**src/rtl/matmul_tile_scheduler.sv**
```systemverilog
// Tile scheduler for the multi-MAC matmul array: walks C tiles and k-steps, pulses cores, hands tiles to writeback.
// One LOAD cycle per k-step, then waits on systolic_finish; DRAIN holds the tile group until out_ready.
module matmul_tile_scheduler #(
  parameter int BLOCK_SIZE      = 2,
  parameter int INNER_DIMENSION = 64,
  parameter int ROW_SIZE_MAT_A  = 16,
  parameter int COL_SIZE_MAT_B  = 10,
  parameter int NUM_CORES       = 4,
  parameter int ADDR_WIDTH      = 16
) (
  input  logic                  i_clk,
  input  logic                  i_rst,
  input  logic                  i_start,
  input  logic                  i_mode,
  input  logic                  i_systolic_finish,
  input  logic                  i_out_ready,
  output logic                  o_busy,
  output logic                  o_core_start,
  output logic                  o_acc_clear,
  output logic [NUM_CORES-1:0]  o_core_mask,
  output logic [ADDR_WIDTH-1:0] o_addr_a,
  output logic [ADDR_WIDTH-1:0] o_addr_b,
  output logic                  o_out_valid,
  output logic [ADDR_WIDTH-1:0] o_out_row,
  output logic [ADDR_WIDTH-1:0] o_out_col_group,
  output logic                  o_done,
  output logic                  o_err
);

  localparam int K_TILES    = INNER_DIMENSION / BLOCK_SIZE;
  localparam int ROW_TILES  = ROW_SIZE_MAT_A / BLOCK_SIZE;
  localparam int COL_TILES  = COL_SIZE_MAT_B / BLOCK_SIZE;
  localparam int COL_GROUPS = (COL_TILES + NUM_CORES - 1) / NUM_CORES;

  localparam logic [ADDR_WIDTH-1:0] K_LAST   = ADDR_WIDTH'(K_TILES - 1);
  localparam logic [ADDR_WIDTH-1:0] ROW_LAST = ADDR_WIDTH'(ROW_TILES - 1);
  localparam logic [ADDR_WIDTH-1:0] CG_LAST  = ADDR_WIDTH'(COL_GROUPS - 1);
  localparam logic [ADDR_WIDTH-1:0] A_STRIDE = ADDR_WIDTH'(K_TILES);
  localparam logic [ADDR_WIDTH-1:0] B_STRIDE = ADDR_WIDTH'(NUM_CORES * K_TILES);

  if (INNER_DIMENSION % BLOCK_SIZE != 0) begin : g_bad_inner
    $error("INNER_DIMENSION must be a multiple of BLOCK_SIZE");
  end
  if (ROW_SIZE_MAT_A % BLOCK_SIZE != 0) begin : g_bad_rows
    $error("ROW_SIZE_MAT_A must be a multiple of BLOCK_SIZE");
  end
  if (COL_SIZE_MAT_B % BLOCK_SIZE != 0) begin : g_bad_cols
    $error("COL_SIZE_MAT_B must be a multiple of BLOCK_SIZE");
  end
  // Largest addresses issued (including per-core offsets on B) must fit the address bus.
  if (longint'(ROW_TILES) * K_TILES > (longint'(1) << ADDR_WIDTH)) begin : g_bad_addr_a
    $error("addr_a range exceeds ADDR_WIDTH");
  end
  if (longint'(COL_GROUPS) * NUM_CORES * K_TILES > (longint'(1) << ADDR_WIDTH)) begin : g_bad_addr_b
    $error("addr_b range exceeds ADDR_WIDTH");
  end

  typedef enum logic [2:0] {
    S_IDLE,
    S_LOAD,
    S_WAIT,
    S_DRAIN,
    S_DONE
  } state_t;

  state_t                r_state;
  state_t                w_next;
  logic                  r_mode;
  logic                  r_err;
  logic [ADDR_WIDTH-1:0] r_tile_row;
  logic [ADDR_WIDTH-1:0] r_col_group;
  logic [ADDR_WIDTH-1:0] r_k_idx;
  logic [ADDR_WIDTH-1:0] w_row_nxt;
  logic [ADDR_WIDTH-1:0] w_cg_nxt;
  logic [NUM_CORES-1:0]  w_mask;
  logic                  w_accept;
  logic                  w_step_done;
  logic                  w_last_k;
  logic                  w_handshake;
  logic                  w_last_group;

  assign w_accept     = (r_state == S_IDLE) && i_start;
  assign w_step_done  = (r_state == S_WAIT) && i_systolic_finish;
  assign w_last_k     = (r_k_idx == K_LAST);
  assign w_handshake  = (r_state == S_DRAIN) && i_out_ready;
  assign w_last_group = (r_tile_row == ROW_LAST) && (r_col_group == CG_LAST);

  always_ff @(posedge i_clk) begin
    if (i_rst) begin
      r_state <= S_IDLE;
    end else begin
      r_state <= w_next;
    end
  end

  always_comb begin
    w_next = r_state;
    case (r_state)
      S_IDLE:  if (i_start) w_next = S_LOAD;
      S_LOAD:  w_next = S_WAIT;
      S_WAIT:  if (i_systolic_finish) w_next = w_last_k ? S_DRAIN : S_LOAD;
      S_DRAIN: if (i_out_ready) w_next = w_last_group ? S_DONE : S_LOAD;
      S_DONE:  w_next = S_IDLE;
      default: w_next = S_IDLE;
    endcase
  end

  // Mode 0 sweeps column groups within a row; mode 1 sweeps rows within a column group.
  always_comb begin
    w_row_nxt = r_tile_row;
    w_cg_nxt  = r_col_group;
    if (!r_mode) begin
      if (r_col_group == CG_LAST) begin
        w_cg_nxt  = '0;
        w_row_nxt = (r_tile_row == ROW_LAST) ? '0 : r_tile_row + 1'b1;
      end else begin
        w_cg_nxt = r_col_group + 1'b1;
      end
    end else begin
      if (r_tile_row == ROW_LAST) begin
        w_row_nxt = '0;
        w_cg_nxt  = (r_col_group == CG_LAST) ? '0 : r_col_group + 1'b1;
      end else begin
        w_row_nxt = r_tile_row + 1'b1;
      end
    end
  end

  always_ff @(posedge i_clk) begin
    if (i_rst) begin
      r_mode      <= 1'b0;
      r_err       <= 1'b0;
      r_tile_row  <= '0;
      r_col_group <= '0;
      r_k_idx     <= '0;
    end else if (w_accept) begin
      // A finish arriving together with start is still spurious.
      r_mode      <= i_mode;
      r_err       <= i_systolic_finish;
      r_tile_row  <= '0;
      r_col_group <= '0;
      r_k_idx     <= '0;
    end else begin
      if (i_systolic_finish && (r_state != S_WAIT)) begin
        r_err <= 1'b1;
      end
      if (w_step_done && !w_last_k) begin
        r_k_idx <= r_k_idx + 1'b1;
      end
      if (w_handshake) begin
        r_k_idx     <= '0;
        r_tile_row  <= w_row_nxt;
        r_col_group <= w_cg_nxt;
      end
    end
  end

  // Cores past the last real column tile are disabled in the partial group.
  always_comb begin
    w_mask = '0;
    for (int i = 0; i < NUM_CORES; i++) begin
      w_mask[i] = (32'(r_col_group) * 32'(NUM_CORES) + 32'(i)) < 32'(COL_TILES);
    end
  end

  always_comb begin
    o_busy          = 1'b0;
    o_core_start    = 1'b0;
    o_acc_clear     = 1'b0;
    o_core_mask     = '0;
    o_addr_a        = '0;
    o_addr_b        = '0;
    o_out_valid     = 1'b0;
    o_out_row       = '0;
    o_out_col_group = '0;
    o_done          = 1'b0;
    o_err           = r_err;
    case (r_state)
      S_LOAD, S_WAIT: begin
        o_busy       = 1'b1;
        o_core_start = (r_state == S_LOAD);
        o_acc_clear  = (r_state == S_LOAD) && (r_k_idx == '0);
        o_core_mask  = w_mask;
        o_addr_a     = r_tile_row * A_STRIDE + r_k_idx;
        o_addr_b     = r_col_group * B_STRIDE + r_k_idx;
      end
      S_DRAIN: begin
        o_busy          = 1'b1;
        o_core_mask     = w_mask;
        o_out_valid     = 1'b1;
        o_out_row       = r_tile_row;
        o_out_col_group = r_col_group;
      end
      S_DONE: begin
        o_done = 1'b1;
      end
      default: begin
      end
    endcase
  end

endmodule

```
**config.mk**
```make
export PLATFORM = sky130hd
export DESIGN_NAME = matmul_tile_scheduler
export DESIGN_NICKNAME = d
export VERILOG_FILES = /design/src/rtl/matmul_tile_scheduler.sv
export SDC_FILE = /design/constraint.sdc
export NUM_CORES = 1
export LEC_CHECK = 0
export ABC_AREA = 1
export CAP_MARGIN = 20
export CORE_MARGIN = 5
export CORE_UTILIZATION = 49
export DETAILED_ROUTE_END_ITERATION = 7
export PLACE_DENSITY_LB_ADDON = 0.08
export SLEW_MARGIN = 20
export SYNTH_ARGS = -nofsm -noshare
export SYNTH_HDL_FRONTEND = slang
export SYNTH_SLANG_ARGS = --single-unit
```
**constraint.sdc**
```tcl
create_clock -name i_clk -period 1.8 [get_ports i_clk]
set_input_delay 0.18 -clock i_clk [delete_from_list [all_inputs] [get_ports i_clk]]
set_output_delay 0.18 -clock i_clk [all_outputs]
set_load 0.01 [all_outputs]
```
==> run_1/registers.png <==
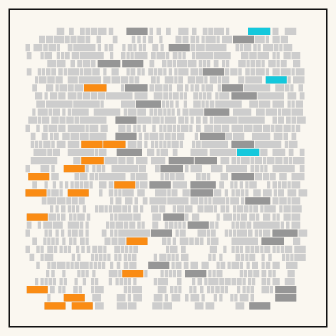
[r_tile_row] orange | sequential cells: 16
[r_state] cyan | sequential cells: 3

==> run_1/density.png <==
11 x 11 tiles, from white (low) to dark blue (high), 0 to 100% covered.
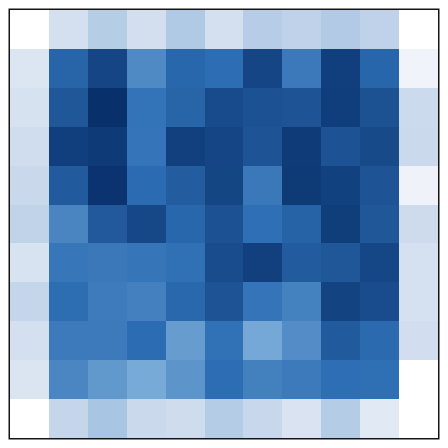
mean over tiles: 60%
tiles over 75% full: 44%
fullest tile: 100%
Core Box Area: 9153 um2
core utilization at floorplan: 0.4986
final cell utilization of the core: 0.7569

==> run_1/met2.png <==
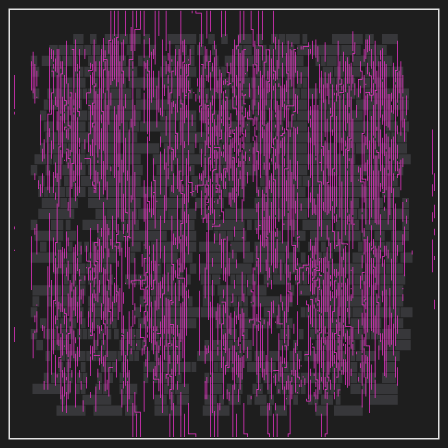
longest straight run: 35.4 um
nets with wire on the layer: 855
main direction: vertical
wire length on this layer: 8340 um
share of all routed wire: 50%
Routed Wire Length: 16690 um
total via count after detailed routing: 5839
met2 routing resource usage after global routing: 0.5032

==> run_1/final_placement.png <==
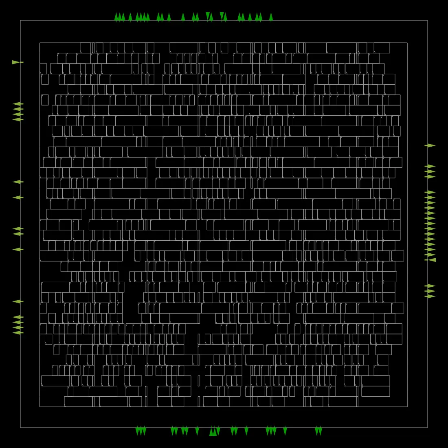
number of standard cells in the final layout excluding fillers: 1070
seq_cells: 53
num rows: 35

==> PnR_summary.wiki, run 1 <==
=== Synthesis and place and route ===
{| class="wikitable"
! Metric !! Value
|-
| Number of H-tree levels || 2
|-
| Arrival time of data at the critical path endpoint || 1.91 ns
|-
| Areal power density over the cells || 340.1 nW/um2
|-
| Cell chain of the critical path || ha_4 -> inv_4 -> fa_2 -> buf_6 -> inv_4 -> nand3_2 -> nand3_2 -> xnor2_1 -> nor2_1 -> buf_2
|-
| Maximum root-to-sink buffer count || 2
|-
| Final Hold Violation Tally || 0
|-
| Chip area in the Yosys report || 4563 um2
|-
| Maximum number of pins on one net before global-route repair || 26
|-
| Vias in the first global route || 5573
|-
| Run status || complete, but fails checks
|-
| Overall overflow remaining after global route || 0
|-
| Setup repair after global routing missed its margin || true
|-
| Root buffer cell || sky130_fd_sc_hd__clkbuf_8
|-
| Die boundary height || 106.5 um
|-
| Number of non-clock inverters in the layout || 95
|-
| Hold-fix buffer count after cts || 0
|-
| Inserted Diodes || 0
|-
| Startpoint types || flop
|-
| Worst Slack Setup Final || -0.2858 ns
|-
| Worst slew margin || 0.6414
|-
| Worst Reg-to-Reg Cells || 10
|-
| Clock latency on the worst-skew pair || 0.32 ns
|-
| Setup Viol. Count Final || 17
|-
| Net count, final || 989
|-
| Input/output buffers || 79
|-
| Fraction of layout cells with a size suffix above 1 || 0.3316
|-
| Initial antenna violation count || 0
|-
| Final worst-path cycle share || 1.159
|-
| Violations in the final reports || setup timing
|-
| Crit-path leading delay family || adder cells
|-
| Sequential share of cell area || 0.1604
|}
run 1: synthesized netlist by cell type:
master | n | area, um2
sky130_fd_sc_hd__nand2_1 | 188 | 705.7
sky130_fd_sc_hd__nor2_1 | 145 | 544.3
sky130_fd_sc_hd__inv_1 | 83 | 311.6
sky130_fd_sc_hd__a21oi_1 | 70 | 350.3
sky130_fd_sc_hd__dfxtp_1 | 53 | 1061
sky130_fd_sc_hd__nand3_1 | 48 | 240.2
sky130_fd_sc_hd__nand4_1 | 27 | 168.9
sky130_fd_sc_hd__ha_1 | 23 | 287.8
sky130_fd_sc_hd__nor3_1 | 23 | 115.1
sky130_fd_sc_hd__xor2_1 | 23 | 201.4
sky130_fd_sc_hd__o21ai_0 | 22 | 110.1
sky130_fd_sc_hd__inv_2 | 10 | 37.54
sky130_fd_sc_hd__buf_4 | 9 | 67.56
sky130_fd_sc_hd__buf_2 | 6 | 30.03
sky130_fd_sc_hd__clkbuf_1 | 4 | 15.01
sky130_fd_sc_hd__nand2_2 | 4 | 25.02
sky130_fd_sc_hd__buf_6 | 3 | 33.78
sky130_fd_sc_hd__nor3_2 | 3 | 30.03
sky130_fd_sc_hd__o21a_1 | 3 | 22.52
sky130_fd_sc_hd__a21oi_4 | 2 | 32.53
sky130_fd_sc_hd__fa_1 | 2 | 40.04
sky130_fd_sc_hd__nand2_4 | 2 | 22.52
sky130_fd_sc_hd__nand3b_1 | 2 | 15.01
sky130_fd_sc_hd__o31ai_1 | 2 | 15.01
sky130_fd_sc_hd__xnor2_1 | 2 | 17.52
sky130_fd_sc_hd__a21o_1 | 1 | 7.510
sky130_fd_sc_hd__a31oi_1 | 1 | 6.260
sky130_fd_sc_hd__a32o_1 | 1 | 10.01
sky130_fd_sc_hd__clkinv_1 | 1 | 3.750
sky130_fd_sc_hd__inv_4 | 1 | 6.260
sky130_fd_sc_hd__nand3_2 | 1 | 10.01
sky130_fd_sc_hd__nor2_2 | 1 | 6.260
sky130_fd_sc_hd__nor3b_1 | 1 | 7.510
sky130_fd_sc_hd__o21ai_1 | 1 | 5.000
run 1: per-stage QoR:
stage	area (um2)	total power, uW	setup slack [ns]
3_5_place_dp	6227	1497	-0.4457
4_1_cts	6629	2356	-0.3173
3_3_place_gp	6227	1493	-0.4007
5_1_grt	6928	2438	-0.3529
2_1_floorplan	4576	1353	0.04730
6_report	6928	2356	-0.2858
run 1: report_power, final:
group	switching (uW)	internal, uW
logic	186	119
registers	5.12	1170
clock network	424	455
run 1: flip-flops by register name, summed over array words and instances (netlist names):
| signal | count |
|---|---|
| o_err | 1 |
| r_col_group | 16 |
| r_k_idx | 16 |
| r_mode | 1 |
| r_state | 3 |
| r_tile_row | 16 |
run 1: routing by layer:
layer | wire [um] | share of wire | global-route usage | vias to the layer above
li1 | - | - | - | 2858
met1 | 6749 | 0.40 | 0.3439 | 2685
met2 | 8337 | 0.50 | 0.5032 | 245
met3 | 1118 | 0.067 | 0.03522 | 51
met4 | 488 | 0.029 | 0.09041 | 0
met5 | 0 | 0 | 0 | -
run 1: what timing repair did:
action                                  CTS  global route
pin swaps                                29            26
cloned                                    0             1
resized                                 242           126
endpoints found under the setup margin   73           100
setup buffers                             5             8
==> run_1/met1.png <==
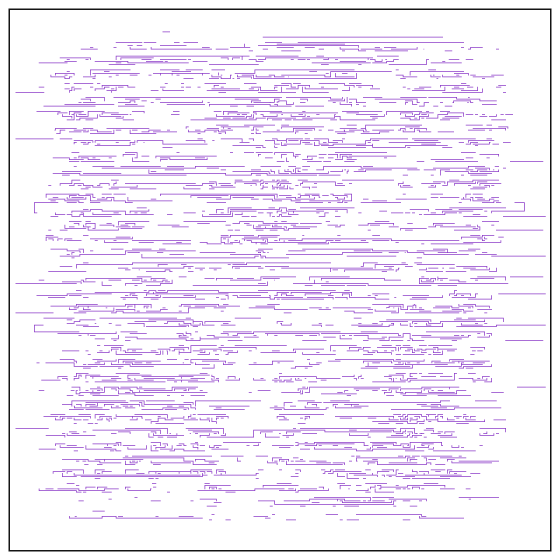

==> run 1 -> run 2 <==
==> constraint.sdc (replaced) <==
create_clock -name i_clk -period 1.7 [get_ports i_clk]
set_input_delay 0.17 -clock i_clk [delete_from_list [all_inputs] [get_ports i_clk]]
set_output_delay 0.17 -clock i_clk [all_outputs]
set_load 0.01 [all_outputs]
==> run_2/met1.png <==
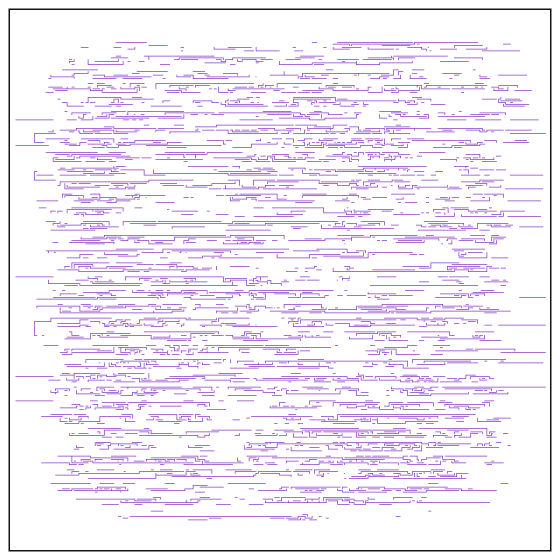
longest straight run: 31.7 um
nets with wire on the layer: 945
main direction: horizontal
wire length on this layer: 6970 um
met1 track utilization from global routing: 0.3381
Routed Wire Length: 17890 um
total via count after detailed routing: 6061

==> PnR_summary.wiki, run 2 <==
=== Synthesis and place and route ===
{| class="wikitable"
! Metric !! Value
|-
| Overall Power || 2377 uW (was 2356 uW)
|-
| Post-synth EDFFs || 0 (unchanged)
|-
| Final Hold Violation Tally || 0 (unchanged)
|-
| Core Box Area || 9153 um2 (unchanged)
|-
| Net count, final || 1014 (was 989)
|-
| Portion of synthesized cell area occupied by the leading cell type || 0.2325 (unchanged)
|-
| Violations in the final reports || setup timing (unchanged)
|-
| Arrival time of data at the critical path endpoint || 1.96 ns (was 1.91 ns)
|-
| Maximum number of pins on one net before global-route repair || 17 (was 26)
|-
| Setup Viol. Count Final || 26 (was 17)
|-
| Commonest cells in the synthesized netlist || sky130_fd_sc_hd__nand2_1 (188), sky130_fd_sc_hd__nor2_1 (145), sky130_fd_sc_hd__inv_1 (83), sky130_fd_sc_hd__a21oi_1 (70), sky130_fd_sc_hd__dfxtp_1 (53) (unchanged)
|-
| Input/output buffers || 79 (unchanged)
|-
| Number of standard cells in the final layout excluding fillers || 1095 (was 1070)
|-
| Core utilization at floorplan || 0.4986 (unchanged)
|-
| Inserted Diodes || 0 (unchanged)
|-
| Final std cell area, no fill || 7303 um2 (was 6928 um2)
|-
| Die boundary height || 106.5 um (unchanged)
|-
| Power share of the combinational group || 0.164 (was 0.130)
|-
| Worst Slack Setup Final || -0.4293 ns (was -0.2858 ns)
|-
| Worst slew margin || 0.7367 (was 0.6414)
|-
| Final worst-path cycle share || 1.253
|-
| Chip area in the Yosys report || 4563 um2 (unchanged)
|-
| Internal power contribution || 1680 uW (was 1741 uW)
|-
| Root buffer cell || sky130_fd_sc_hd__clkbuf_8 (unchanged)
|-
| Largest registers || r_col_group: 16 flops, r_k_idx: 16 flops, r_tile_row: 16 flops (unchanged)
|-
| Startpoint types || flop (unchanged)
|-
| Areal power density over the cells || 325.5 nW/um2 (was 340.1 nW/um2)
|-
| Switching pwr || 696.7 uW (was 615.6 uW)
|-
| Num rows || 35 (unchanged)
|-
| Clock share of power || 0.314 (was 0.373)
|-
| Count leader, synth || sky130_fd_sc_hd__nand2_1 (unchanged)
|-
| Run status || complete, but fails checks (unchanged)
|-
| Number of H-tree levels || 2 (unchanged)
|-
| Synth async-reset ratio || 0 (unchanged)
|-
| Post-synthesis cell type with the largest combined area || sky130_fd_sc_hd__dfxtp_1 (unchanged)
|-
| Biggest area contributors in the synthesized netlist || sky130_fd_sc_hd__dfxtp_1 (23%), sky130_fd_sc_hd__nand2_1 (15%), sky130_fd_sc_hd__nor2_1 (12%), sky130_fd_sc_hd__a21oi_1 (7.7%), sky130_fd_sc_hd__inv_1 (6.8%) (unchanged)
|-
| Instance area after placement || 6352 um2 (was 6227 um2)
|-
| Sequential share of power || 0.521 (was 0.497)
|-
| Main flop type after synthesis || sky130_fd_sc_hd__dfxtp_1 (unchanged)
|-
| Fraction of layout cells with a size suffix above 1 || 0.4075 (was 0.3316)
|-
| Setup repair after global routing missed its margin || true (unchanged)
|}
-- run 2: cell counts after synthesis --
Identical to the previous run, type by type.
-- run 2: metrics by stage --
stage | utilization | hold slack (ns) | setup WS [ns]
CTS | 0.7485 | 0.4830 | -0.4018
finish | 0.7979 | 0.5047 | -0.4293
detailed placement | 0.6941 | 0.4898 | -0.5325
global placement | 0.6941 | 0.4868 | -0.4990
global route | 0.7979 | 0.5232 | -0.5058
floorplan | - | 0.2391 | -0.02380
-- run 2: power by group through the flow --
stage          Clock [uW]  Combinational (uW)  Sequential (uW)
2_1_floorplan           0                 147             1290
3_3_place_gp            0                 294             1280
3_5_place_dp            0                 300             1280
4_1_cts               757                 323             1240
5_1_grt               801                 414             1240
6_report              747                 391             1240
-- run 2: worst paths after layout --
kind                                                    end  slack, ns  cells after the start
worst max-delay path                           o_addr_a[13]      -0.43                      8
worst min-delay path            r_tile_row[11]$_SDFFE_PP0P_       0.50                      2
worst max register to register      r_state[1]$_SDFFE_PP0P_      -0.08                     10
worst min register to register  r_tile_row[11]$_SDFFE_PP0P_       0.50                      2
-- run 2: critical path, cell delays in order (launching register included) --
cell                      delay (ns)
sky130_fd_sc_hd__dfxtp_2        0.36
sky130_fd_sc_hd__ha_4           0.16
sky130_fd_sc_hd__inv_4          0.04
sky130_fd_sc_hd__fa_2           0.38
sky130_fd_sc_hd__o31ai_4        0.29
sky130_fd_sc_hd__nand2_2        0.10
sky130_fd_sc_hd__a21oi_2        0.14
sky130_fd_sc_hd__nor2_2         0.05
sky130_fd_sc_hd__buf_2          0.13
-- run 2: cells by family (layout without fill, tap and decap cells) --
kind of cell / count (synthesis) / after routing / synth area share
and+or+nand+nor: 445 / 445 / 0.4143
xor gates and xnor gates: 25 / 25 / 0.04798
AOI/OAI and AO/OA: 103 / 104 / 0.1226
DFF: 53 / 53 / 0.2325
buffers and inverters: 117 / 332 / 0.1108
adders and majority gates: 25 / 25 / 0.07184
-- run 2: layout make-up --
| type | instances | area, um2 |
|---|---|---|
| Multi-Input combinational cell | 599 | 3719 |
| Fill cell | 614 | 1849 |
| Timing Repair Buffer | 228 | 1823 |
| Sequential cell | 53 | 1119 |
| Inverter | 95 | 410.4 |
| Tap cell | 111 | 138.9 |
| Clock buffer | 6 | 72.57 |
| Clock inverter | 2 | 15.01 |
| Timing Repair inverter | 1 | 6.256 |
-- run 2: layer usage --
| layer | part of all wire | up-vias | GRT usage | wire (um) |
|---|---|---|---|---|
| met1 | 0.39 | 2769 | 0.3381 | 6967 |
| met4 | 0.041 | 0 | 0.1014 | 733 |
| met3 | 0.070 | 74 | 0.03886 | 1259 |
| li1 | - | 2915 | - | - |
| met2 | 0.50 | 303 | 0.5100 | 8929 |
| met5 | 0 | - | 0 | 0 |
-- run 2: repair_timing --
| action | CTS | global route |
|---|---|---|
| gates cloned | 1 | 3 |
| gates resized | 309 | 217 |
| endpoints found under the setup margin | 102 | 111 |
| buffers inserted | 9 | 13 |
| pin swaps | 47 | 61 |
Power and IR drop assume default switching activity.
